$ cat src/rtl/bil_sync_gen_pkg.sv
// ---------------------------------------------------------------------------
// bil_sync_gen_pkg
// Shared definitions for the bilateral-filter sync generator front stage.
// Holds the frame-tracking FSM state encoding and the default counter and
// data widths used by bil_sync_gen.
// ---------------------------------------------------------------------------
package bil_sync_gen_pkg;

  // Default widths: 12-bit pixel counter (4095 px/line max), 11-bit line
  // counter (2047 lines max), 8-bit pixel data.
  localparam int DBUF_DW_DEF = 8;
  localparam int HSZ_W_DEF   = 12;
  localparam int VSZ_W_DEF   = 11;

  // S_IDLE : no frame open, waiting for a vsync edge
  // S_FRM  : frame open, waiting for the next line to start
  // S_LINE : forwarding pixels of the current line
  typedef enum logic [1:0] {
    S_IDLE = 2'd0,
    S_FRM  = 2'd1,
    S_LINE = 2'd2
  } state_t;

endpackage

$ cat src/rtl/bil_sync_gen.sv
// ---------------------------------------------------------------------------
// bil_sync_gen
// Front stage of the bilateral-filter datapath. Turns raw sensor timing
// (level vsync plus data enable) into the hstr/href/hend/vstr/vend pulse set
// consumed by line_buf_v2, registers the pixel data, tracks pixel and line
// indices, and flags malformed lines and frames. One cycle of latency, no
// backpressure.
//
// Ports
//   clk, rst      pixel clock, asynchronous active-high reset
//   i_vsync       raw frame sync (level, active level set by VS_POL)
//   i_de          raw data enable, high during active pixels
//   i_data        raw pixel, valid while i_de = 1
//   r_hsz, r_vsz  expected pixels per line / lines per frame (quasi-static)
//   o_data        pixel aligned with o_href (holds while i_de = 0)
//   o_href        pixel valid
//   o_hstr/o_hend first / last pixel of a line
//   o_vstr/o_vend first pixel of line 0 / last pixel of line r_vsz-1
//   o_hcnt/o_vcnt 0-based pixel index on o_data / current line index
//   o_err_hlen    with o_hend when the line length differs from r_hsz
//   o_err_vlen    frame aborted early, or line seen outside an open frame
// ---------------------------------------------------------------------------
module bil_sync_gen
  import bil_sync_gen_pkg::*;
#(
  parameter int DBUF_DW = DBUF_DW_DEF,
  parameter int HSZ_W   = HSZ_W_DEF,
  parameter int VSZ_W   = VSZ_W_DEF,
  parameter bit VS_POL  = 1'b1
) (
  input  logic               clk,
  input  logic               rst,
  input  logic               i_vsync,
  input  logic               i_de,
  input  logic [DBUF_DW-1:0] i_data,
  input  logic [HSZ_W-1:0]   r_hsz,
  input  logic [VSZ_W-1:0]   r_vsz,
  output logic [DBUF_DW-1:0] o_data,
  output logic               o_href,
  output logic               o_hstr,
  output logic               o_hend,
  output logic               o_vstr,
  output logic               o_vend,
  output logic [HSZ_W-1:0]   o_hcnt,
  output logic [VSZ_W-1:0]   o_vcnt,
  output logic               o_err_hlen,
  output logic               o_err_vlen
);

  localparam logic [HSZ_W-1:0] HONE = HSZ_W'(1);
  localparam logic [VSZ_W-1:0] VONE = VSZ_W'(1);
  localparam logic [HSZ_W:0]   LONE = (HSZ_W + 1)'(1);

  state_t               state_q, state_d;
  logic                 vs_act_q, de_q;
  logic [DBUF_DW-1:0]   data_q, data_d;
  logic                 href_q, href_d;
  logic                 hstr_q, hstr_d;
  logic                 vstr_q, vstr_d;
  logic                 errv_q, errv_d;
  logic [HSZ_W-1:0]     hcnt_q, hcnt_d;
  logic [VSZ_W-1:0]     vcnt_q, vcnt_d;

  logic                 vs_act, vs_rise, de_rise, de_fall;
  logic                 in_line, line_end, last_line;
  logic [HSZ_W-1:0]     hcnt_inc;
  logic [VSZ_W-1:0]     vcnt_inc, vlast;
  logic [HSZ_W:0]       line_len;

  // Edge detection against the registered copies of vsync and data enable.
  assign vs_act  = (i_vsync == VS_POL);
  assign vs_rise = vs_act & ~vs_act_q;
  assign de_rise = i_de & ~de_q;
  assign de_fall = ~i_de & de_q;

  // Saturating increments so a runaway line or frame never wraps to 0.
  assign hcnt_inc = (&hcnt_q) ? hcnt_q : hcnt_q + HONE;
  assign vcnt_inc = (&vcnt_q) ? vcnt_q : vcnt_q + VONE;

  assign vlast     = r_vsz - VONE;
  assign last_line = (vcnt_q == vlast);
  assign line_len  = {1'b0, hcnt_q} + LONE;
  assign in_line   = (state_q == S_LINE);

  // The last pixel of a line is already sitting on o_data when the falling
  // edge of i_de (or an early vsync) is seen, so the end-of-line flags are
  // decoded from the current input against the registered state. They stay
  // aligned with the held pixel and vanish at once on reset.
  assign line_end   = in_line & (de_fall | vs_rise);
  assign o_hend     = line_end;
  assign o_vend     = in_line & de_fall & ~vs_rise & last_line;
  assign o_err_hlen = line_end & (line_len != {1'b0, r_hsz});
  assign o_err_vlen = errv_q;

  assign o_data = data_q;
  assign o_href = href_q;
  assign o_hstr = hstr_q;
  assign o_vstr = vstr_q;
  assign o_hcnt = hcnt_q;
  assign o_vcnt = vcnt_q;

  // Next-state logic. A vsync edge is handled before anything else: it
  // closes whatever was in progress (flagging a short frame if one was
  // open) and, if a line starts in the same cycle, that line becomes line 0.
  // Lines that start while no frame is open are dropped and flagged.
  always_comb begin
    state_d = state_q;
    data_d  = i_de ? i_data : data_q;
    href_d  = 1'b0;
    hstr_d  = 1'b0;
    vstr_d  = 1'b0;
    errv_d  = 1'b0;
    hcnt_d  = hcnt_q;
    vcnt_d  = vcnt_q;

    if (vs_rise) begin
      errv_d = (state_q != S_IDLE);
      vcnt_d = '0;
      if (de_rise) begin
        state_d = S_LINE;
        href_d  = 1'b1;
        hstr_d  = 1'b1;
        vstr_d  = 1'b1;
        hcnt_d  = '0;
      end else begin
        state_d = S_FRM;
      end
    end else begin
      case (state_q)
        S_IDLE: begin
          if (de_rise) begin
            errv_d = 1'b1;
          end
        end
        S_FRM: begin
          if (de_rise) begin
            state_d = S_LINE;
            href_d  = 1'b1;
            hstr_d  = 1'b1;
            vstr_d  = (vcnt_q == '0);
            hcnt_d  = '0;
          end
        end
        S_LINE: begin
          if (i_de) begin
            href_d = 1'b1;
            hcnt_d = hcnt_inc;
          end else if (last_line) begin
            state_d = S_IDLE;
          end else begin
            state_d = S_FRM;
            vcnt_d  = vcnt_inc;
          end
        end
        default: begin
          state_d = S_IDLE;
        end
      endcase
    end
  end

  // State and output registers; everything clears asynchronously so a reset
  // mid-line silences the outputs immediately and waits for a fresh vsync.
  always_ff @(posedge clk or posedge rst) begin
    if (rst) begin
      state_q  <= S_IDLE;
      vs_act_q <= 1'b0;
      de_q     <= 1'b0;
      data_q   <= '0;
      href_q   <= 1'b0;
      hstr_q   <= 1'b0;
      vstr_q   <= 1'b0;
      errv_q   <= 1'b0;
      hcnt_q   <= '0;
      vcnt_q   <= '0;
    end else begin
      state_q  <= state_d;
      vs_act_q <= vs_act;
      de_q     <= i_de;
      data_q   <= data_d;
      href_q   <= href_d;
      hstr_q   <= hstr_d;
      vstr_q   <= vstr_d;
      errv_q   <= errv_d;
      hcnt_q   <= hcnt_d;
      vcnt_q   <= vcnt_d;
    end
  end

endmodule

$ cat config.mk
export PLATFORM = sky130hd
export DESIGN_NAME = bil_sync_gen
export DESIGN_NICKNAME = d
export VERILOG_FILES = /design/src/rtl/bil_sync_gen_pkg.sv /design/src/rtl/bil_sync_gen.sv
export SDC_FILE = /design/constraint.sdc
export NUM_CORES = 1
export LEC_CHECK = 0
export CORE_MARGIN = 2
export CORE_UTILIZATION = 37
export DETAILED_ROUTE_END_ITERATION = 12
export PLACE_DENSITY_LB_ADDON = 0.1
export SYNTH_ARGS = -nofsm -noshare
export SYNTH_HDL_FRONTEND = slang
export SYNTH_SLANG_ARGS = --single-unit
$ cat constraint.sdc
create_clock -name clk -period 7.1 [get_ports clk]
set_clock_uncertainty 0.05 [all_clocks]
set_input_delay 1.42 -clock clk [delete_from_list [all_inputs] [get_ports clk]]
set_output_delay 1.42 -clock clk [all_outputs]
set_load 0.03 [all_outputs]
==> flow_summary_export.csv, run 1 <==
group,metric,value,unit
outcome,status,"complete, no violations",
global_route,antenna_found_initial,0,
yosys,postSynthSeqShare,37.30,%
final_layout,final.clkbuf_count,5,
yosys,yosysUniqueCellTypes,47,
final_layout,sh_comb_area,43.36,%
final_layout,nFillCells,676,
global_route,grt_pass1_vias,2380,
detailed_routing,via_per_inst,5.280,
placement,dp_cells,452,
yosys,synth_area,2616,µm²
timing,max_freq,0.1605,GHz
setup_path,crit_path_end,"o_vend",
setup_path,cp-start-kind,"primary input",
power_and_ir_drop,power_top_consumer,"sequential cells",
setup_path,critPathRequiredTime,5.63,ns
placement,gp_congestion,0.8611,
min_path,min-delay-start,"o_data[3]",
power_and_ir_drop,ir_worst_vdd,0.1089,mV
floorplanning,io_pins,73,
floorplanning,initial_utilization,38.30,%
detailed_routing,drt-met1-wl,3140,µm
setup_path,r2r_slack,4.52,ns
clock_tree,clk_path_buf_depth,2,
final_layout,n_all_buffers,74,
yosys,avgSynthCellArea,8.839,µm²
yosys,top_logic_kind,"simple AND/OR/NAND/NOR gates",
setup_path,r2r_cells,6,
setup_path,worstPathMaxFanout,7,
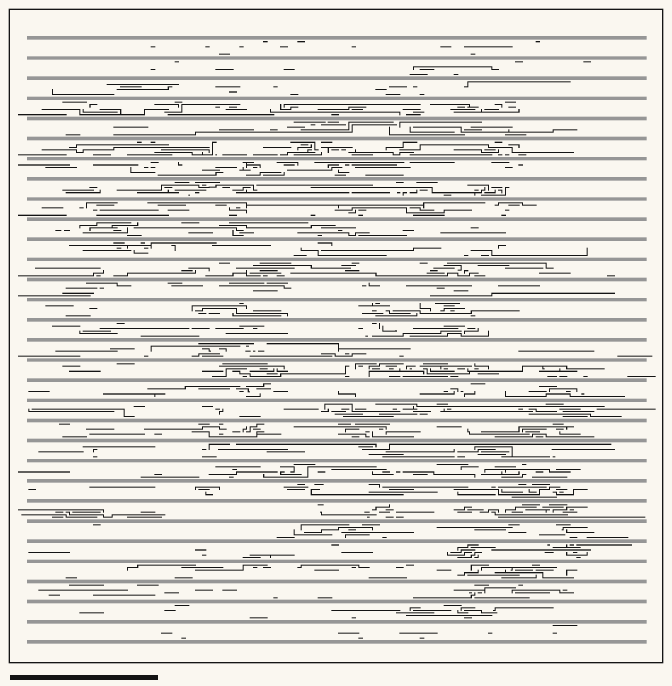
(run_1/layer_met1.png)
Scale bar: 20 µm. Supply wires on this layer in gray.
longest straight run: 29.9 µm
wire length on this layer: 3140 µm
share of all routed wire: 48%
GR met1 Demand/Resource: 25.03%
drt total wl: 6577 µm
Vias: 2429

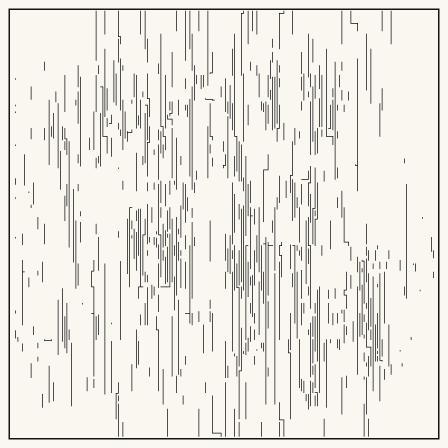
(run_1/layer_met2.png)
wire length on this layer: 3030 µm
main direction: vertical
longest straight run: 34.3 µm
share of all routed wire: 46%
nets with wire on the layer: 333
M2 GR Usage: 27.89%

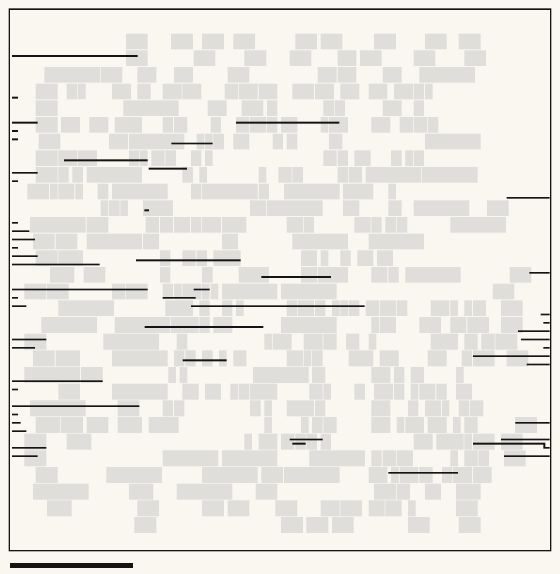
(run_1/layer_met3.png)
Scale bar: 20 µm.
wire length on this layer: 357 µm
main direction: horizontal
share of all routed wire: 5.4%
GRT met3 Usage: 3.770%

--- run 2 (diff from run 1) ---
ABC_AREA = 1   (was default)
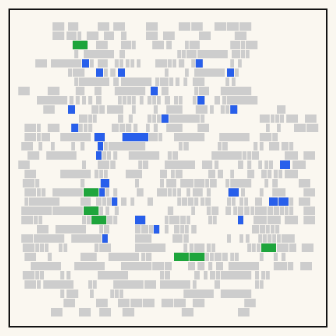
(run_2/logic_types.png)
legend:
  green:
    family: adder and majority cells
    cells: 7
    most_used: ha_1
  blue:
    family: inverting AOI/OAI gates
    cells: 26
    most_used: o22ai_1
combinational share of cell area: 43.39%
most instantiated logic cell after routing: nand2_1
Finished Layout Cells: 584

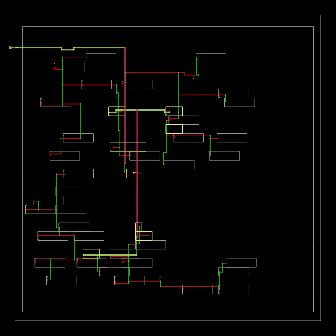
(run_2/clocks.png)
clk pwr: 0.193 mW
Flops: 39

==> flow_summary_export.csv, run 2 <==
group,metric,value,unit
setup_path,crit_path_end,"o_vend",
floorplanning,io_pins,73,
yosys,synth_area,2949,µm²
timing,max_freq,0.1839,GHz
detailed_routing,drt-met1-wl,3604,µm
power_and_ir_drop,power_top_consumer,"combinational logic",
timing,maxSlewViolCount,0,
min_path,min-delay-start,"o_data[0]",
final_layout,nFillCells,771,
power_and_ir_drop,ir_worst_vdd,0.1010,mV
final_layout,n_all_buffers,73,
yosys,yosysUniqueCellTypes,37,
outcome,status,"complete, no violations",
yosys,postSynthSeqShare,33.09,%
global_route,grt_use_met2,29.14,%
setup_path,r2r_cells,6,
global_route,use_met1,25.23,%
setup_path,r2r_slack,4.47,ns
floorplanning,initial_utilization,38.16,%
global_route,grt_pass1_vias,2767,
yosys,avgSynthCellArea,7.106,µm²
setup_path,critPathRequiredTime,5.63,ns
setup_path,cp-start-kind,"primary input",
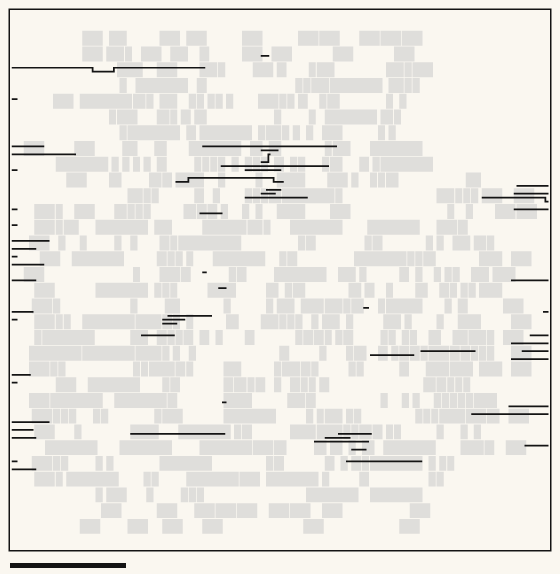
(run_2/layer_met3.png)
Scale bar: 20 µm.
wire length on this layer: 358 µm
main direction: horizontal
nets with wire on the layer: 54
share of all routed wire: 4.8%
GRT met3 Usage: 2.176%
drt total wl: 7543 µm
Vias: 2883

Power is estimated from default activity; no workload was simulated.
